<file path="src/rtl/ca_row_writer_fsm.sv">
// Copies one CA generation (COLS words) into the next frame-buffer row per load/ack handshake,
// with registered write port, wrap/hold-when-full row policy, optional key stepping and buffer clear.
module ca_row_writer_fsm #(
  parameter  int WORD_W    = 16,
  parameter  int COLS      = 32,
  parameter  int ROWS      = 256,
  parameter  int WRAP_MODE = 0,
  parameter  int STEP_MODE = 0,
  localparam int COL_W     = $clog2(COLS),
  localparam int ROW_W     = $clog2(ROWS)
) (
  input  logic                   clk,
  input  logic                   reset_n,
  input  logic                   load,
  input  logic                   key,
  input  logic                   clear,
  input  logic [WORD_W-1:0]      word_in,
  output logic [COL_W-1:0]       col,
  output logic [ROW_W-1:0]       row,
  output logic                   ack,
  output logic                   mem_we,
  output logic [ROW_W+COL_W-1:0] mem_addr,
  output logic [WORD_W-1:0]      mem_data,
  output logic                   busy,
  output logic                   frame_full
);

  typedef enum logic [2:0] {S_IDLE, S_WRITE, S_ACK, S_WAIT_LOW, S_CLEAR} state_e;

  state_e                 state_q, state_d;
  logic [COL_W-1:0]       col_q, col_d;
  logic [ROW_W-1:0]       row_q, row_d;
  logic                   ff_q, ff_d;
  logic                   wrote_q, wrote_d;
  logic                   key_q;
  logic                   we_q, we_d;
  logic [ROW_W+COL_W-1:0] addr_q, addr_d;
  logic [WORD_W-1:0]      data_q, data_d;

  logic step_ok, last_col, clr_last;

  assign step_ok  = (STEP_MODE == 0) || (key_q && !key);
  assign last_col = (col_q == COL_W'(COLS-1));
  assign clr_last = ({row_q, col_q} == '1);

  assign frame_full = (WRAP_MODE != 0) && ff_q;
  assign row        = row_q;
  assign mem_we     = we_q;
  assign mem_addr   = addr_q;
  assign mem_data   = data_q;

  always_ff @(posedge clk or negedge reset_n) begin
    if (!reset_n) state_q <= S_IDLE;
    else          state_q <= state_d;
  end

  always_comb begin
    state_d = state_q;
    case (state_q)
      S_IDLE: begin
        if (clear)                      state_d = S_CLEAR;
        else if (load && frame_full)    state_d = S_ACK;
        else if (load && step_ok)       state_d = S_WRITE;
      end
      S_WRITE:    if (last_col) state_d = S_ACK;
      S_ACK:                    state_d = S_WAIT_LOW;
      S_WAIT_LOW: if (!load)    state_d = S_IDLE;
      S_CLEAR:    if (clr_last) state_d = S_IDLE;
      default:                  state_d = S_IDLE;
    endcase
  end

  always_comb begin
    ack  = 1'b0;
    busy = 1'b1;
    col  = '0;
    case (state_q)
      S_IDLE, S_WAIT_LOW: busy = 1'b0;
      S_ACK:              ack  = 1'b1;
      S_WRITE, S_CLEAR:   col  = col_q;
      default:            busy = 1'b1;
    endcase
  end

  // Counters and the registered write port; {row,col} doubles as the clear sweep address.
  always_comb begin
    col_d   = col_q;
    row_d   = row_q;
    ff_d    = ff_q;
    wrote_d = wrote_q;
    we_d    = 1'b0;
    addr_d  = addr_q;
    data_d  = data_q;
    case (state_q)
      S_IDLE: begin
        col_d = '0;
        if (clear)                   row_d   = '0;
        else if (load && frame_full) wrote_d = 1'b0;
        else if (load && step_ok)    wrote_d = 1'b1;
      end
      S_WRITE: begin
        we_d   = 1'b1;
        addr_d = {row_q, col_q};
        data_d = word_in;
        col_d  = col_q + COL_W'(1);
      end
      S_ACK: begin
        if (wrote_q) begin
          if ((WRAP_MODE != 0) && (row_q == ROW_W'(ROWS-1))) ff_d  = 1'b1;
          else                                              row_d = row_q + ROW_W'(1);
        end
      end
      S_CLEAR: begin
        we_d           = 1'b1;
        addr_d         = {row_q, col_q};
        data_d         = '0;
        {row_d, col_d} = {row_q, col_q} + (ROW_W+COL_W)'(1);
        if (clr_last) ff_d = 1'b0;
      end
      default: ;
    endcase
  end

  always_ff @(posedge clk or negedge reset_n) begin
    if (!reset_n) begin
      col_q   <= '0;
      row_q   <= '0;
      ff_q    <= 1'b0;
      wrote_q <= 1'b0;
      key_q   <= 1'b0;
      we_q    <= 1'b0;
      addr_q  <= '0;
      data_q  <= '0;
    end else begin
      col_q   <= col_d;
      row_q   <= row_d;
      ff_q    <= ff_d;
      wrote_q <= wrote_d;
      key_q   <= key;
      we_q    <= we_d;
      addr_q  <= addr_d;
      data_q  <= data_d;
    end
  end

endmodule
</file>
<file path="config.mk">
export PLATFORM = sky130hd
export DESIGN_NAME = ca_row_writer_fsm
export DESIGN_NICKNAME = d
export VERILOG_FILES = /design/src/rtl/ca_row_writer_fsm.sv
export SDC_FILE = /design/constraint.sdc
export NUM_CORES = 1
export LEC_CHECK = 0
export CORE_MARGIN = 2
export CORE_UTILIZATION = 42
export CTS_CLUSTER_SIZE = 40
export DETAILED_ROUTE_END_ITERATION = 8
export PLACE_DENSITY = 0.85
export RECOVER_POWER = 50
export SYNTH_ARGS = -nofsm -noshare
export SYNTH_HDL_FRONTEND = slang
export SYNTH_SLANG_ARGS = --single-unit
export TNS_END_PERCENT = 30
</file>
<file path="constraint.sdc">
create_clock -name clk -period 1.8 [get_ports clk]
set_input_delay 0.36 -clock clk [delete_from_list [all_inputs] [get_ports clk]]
set_output_delay 0.36 -clock clk [all_outputs]
set_load 0.05 [all_outputs]
</file>
==> images/port_nets.png <==
Scale bar: 20 µm.
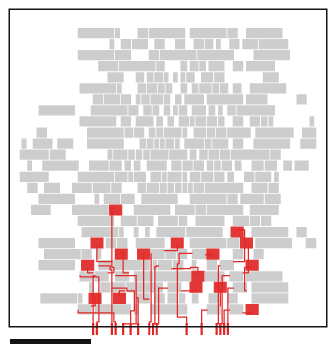
legend:
  word_in:
    color: red
    direction: input
    end_cells: 16
    buffers: 16
    wire: 333 µm
IO buf count: 64
number of ports placed on the die boundary: 67

==> images/registers.png <==
Other sequential cells in the stronger gray, the rest of the logic in the fainter gray.
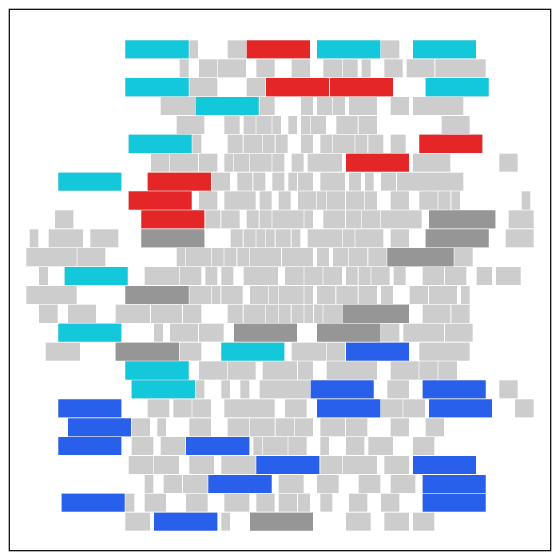
legend:
  row:
    color: red
    sequential_cells: 8
    where: top center
  mem_data:
    color: blue
    sequential_cells: 16
  mem_addr:
    color: cyan
    sequential_cells: 13
final core occ: 63.88%
register area: 1180 µm²
flop share of the area: 35.71%

==> notes.md <==
impl run done, here's what came out: outcome=complete, but fails checks, violations in the final reports=setup timing, DPL Wire Length=4072 µm, remaining global-route overflow=0, number of cell instances after yosys synthesis=205, largest fanout on the critical path=7, synth top area cells=sky130_fd_sc_hd__dfrtp_1 51%, sky130_fd_sc_hd__a22o_1 7.3%, sky130_fd_sc_hd__mux2_2 6.4%, clock latency at the later pin of the worst-skew pair=0.31 ns, CTS Hold Buffers Added=0, register bit total from synthesis=~47, first-iteration detailed-routing DRC count=slightly below 200, endpoint type of the worst setup path=output port, number of pins with negative max-slew slack in the final report=0, share of synthesized registers carrying an async set or reset=100.0%, clock tree buffer depth=2, number of CTS-inserted buffers=5, pin count of the biggest net entering global routing=48, Leak=~1.5 nW, H-tree lvl count=2, Clock transition at path regs=approximately 0.09 ns, register area share after synthesis=51.48%, gpl congestion=0.8578, Pre-Repair DR Iteration Count=4, mapped cell area=2285 µm², worst slew slack as a fraction of its limit=22.54%, post-route worst setup slack=-0.1546 ns, global-route wire length before repair=10060 µm, Main synth FF type=sky130_fd_sc_hd__dfrtp_1, Buf+Inv Stages, Crit Path=3, via density per instance=approximately 5.5, count of cells along the worst register-to-register path=5, Worst path slowest cell=sky130_fd_sc_hd__dfrtp_2, upper clock frequency limit=511.6 MHz, post-synthesis net count=roughly 230, post-synth top area share=around half, antenna diode count=0, setup TNS after final layout=-0.9665 ns, DR vias=2029, IR Drop Worst-Case VDD=between 1 and 1.5 mV, clock tree from TritonCTS=done, die boundary width=roughly 78 µm, Synth warnings=0, warning total across the stage logs=30, Yosys chip area=2285 µm², unrepaired setup endpoints after global routing=yes, family with the most delay on the worst path=flip-flops, average size of a mapped cell=11.14 µm², Std-Cell Core Area=5172 µm², number of max-cap violations=0, PwrDens=between 1000 and 1500 nW/µm², synthesis-to-finish area growth=44.63%, post-synth tally of flip-flops with integrated enable=0, final routed DRC violation total=0, r2r setup slk=0.03 ns, total setup violations reported at the end of the flow=7, cell type with the largest total area after synthesis=sky130_fd_sc_hd__dfrtp_1, critical path start-end classification=flip-flop to output port, most common cell after layout, fill and taps aside=sky130_fd_sc_hd__buf_4, post-layout period usage=108.6%, Top Layout Cells=54 x sky130_fd_sc_hd__buf_4, 44 x sky130_fd_sc_hd__dfrtp_1, 19 x sky130_fd_sc_hd__a22o_1, 18 x sky130_fd_sc_hd__clkdlybuf4s50_1, 14 x sky130_fd_sc_hd__clkbuf_1, startpoint types=flip-flop
==> images/metal_stack.png <==
Only two layers are drawn.
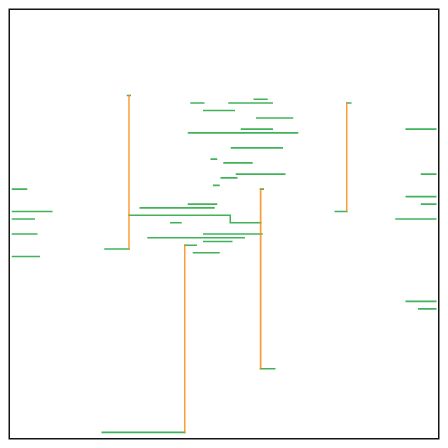
legend:
  met3:
    color: green
    wire_length: 242 µm
  met4:
    color: orange
    wire_length: 114 µm
GRT Total Usage: 21.05%
drt total wl: 5857 µm
routed wire length per instance: 15.92 µm

-- cell usage after synthesis, types with 2 or more instances --
cell type	instances
sky130_fd_sc_hd__a21oi_1	10
sky130_fd_sc_hd__a222oi_1	2
sky130_fd_sc_hd__a22o_1	19
sky130_fd_sc_hd__a31oi_1	10
sky130_fd_sc_hd__and3_1	3
sky130_fd_sc_hd__buf_2	6
sky130_fd_sc_hd__buf_6	3
sky130_fd_sc_hd__clkbuf_1	3
sky130_fd_sc_hd__dfrtp_1	47
sky130_fd_sc_hd__ha_1	3
sky130_fd_sc_hd__inv_1	4
sky130_fd_sc_hd__mux2_2	13
sky130_fd_sc_hd__nand2_1	9
sky130_fd_sc_hd__nand3_1	6
sky130_fd_sc_hd__nand4_1	2
sky130_fd_sc_hd__nor2_1	9
sky130_fd_sc_hd__nor2b_1	6
sky130_fd_sc_hd__nor3_1	6
sky130_fd_sc_hd__o21ai_0	13
sky130_fd_sc_hd__o22ai_1	2
sky130_fd_sc_hd__or2_2	2
-- flip-flops by register name (all words and copies together) (netlist names) --
signal,flops
mem_addr,13
col_q,5
row,8
state_q,3
wrote_q,1
mem_we,1
mem_data,16
-- what timing repair did --
| item | 4_1_cts | 5_1_grt |
|---|---|---|
| pin swaps | 2 | 2 |
| cloned | 1 | 0 |
| endpoints found under the setup margin | 7 | 12 |
| resized | 13 | 6 |
| setup buffers | 7 | 6 |
-- layout make-up --
cell class	instances	area, µm²
well taps	70	87.58
clock buffers	7	96.34
repair buffers	99	842.1
fillers	407	1868
flip-flops and latches	47	1180
multi-input cells	138	1054
inverters	6	37.54
clock inverters	1	7.507
-- kinds of logic after synthesis --
group | after synthesis | synth area share [%]
simple gates | 51 | 12.38
fa+ha+maj | 4 | 2.081
flops | 47 | 51.48
mux | 13 | 6.407
buf+inv | 21 | 5.531
other cells | 1 | 0.1641
xor+xnor | 1 | 0.3834
compound gates | 67 | 21.58
-- power breakdown --
part	total, W	internal, W	switching, W
sequential	0.00136	0.00124	0.000117
clock	0.000700	0.000349	0.000350
combinational	0.00193	0.000780	0.00115
total	0.00398	0.00237	0.00162
-- metrics by stage --
stage               setup slack, ns  hold slack [ns]  cells  total power (W)  area, µm²
floorplan                   -0.1450          0.06441    205         0.002518       2307
global placement            0.05581           0.4839    349         0.003276       3114
detailed placement          0.01810           0.4879    349         0.003321       3114
CTS                         -0.1559           0.1558    364         0.004064       3312
global route                -0.2156           0.4609    368         0.004190       3304
finish                      -0.1546           0.3528    368         0.003985       3304
-- layer usage --
metal	vias up	global-route usage, %	routed length (µm)
met1	1005	28.63	2597
met2	66	33.97	2903
met3	10	2.442	242
met5	-	0	0
met4	0	9.286	114
li1	948	-	-
-- how the worst max path moves through the flow --
stage / from / end / slack (ns) / depth (start not counted)
floorplan: state_q[1]$_DFFE_PN0P_ / col[1] / -0.14 / 7
global placement: clear / row[3]$_DFFE_PN0P_ / 0.06 / 6
detailed placement: clear / row[3]$_DFFE_PN0P_ / 0.02 / 6
CTS: state_q[2]$_DFFE_PN0P_ / col[0] / -0.16 / 6
global route: state_q[2]$_DFFE_PN0P_ / col[0] / -0.22 / 6
finish: state_q[0]$_DFFE_PN0P_ / ack / -0.15 / 4
Power and IR drop assume default switching activity.
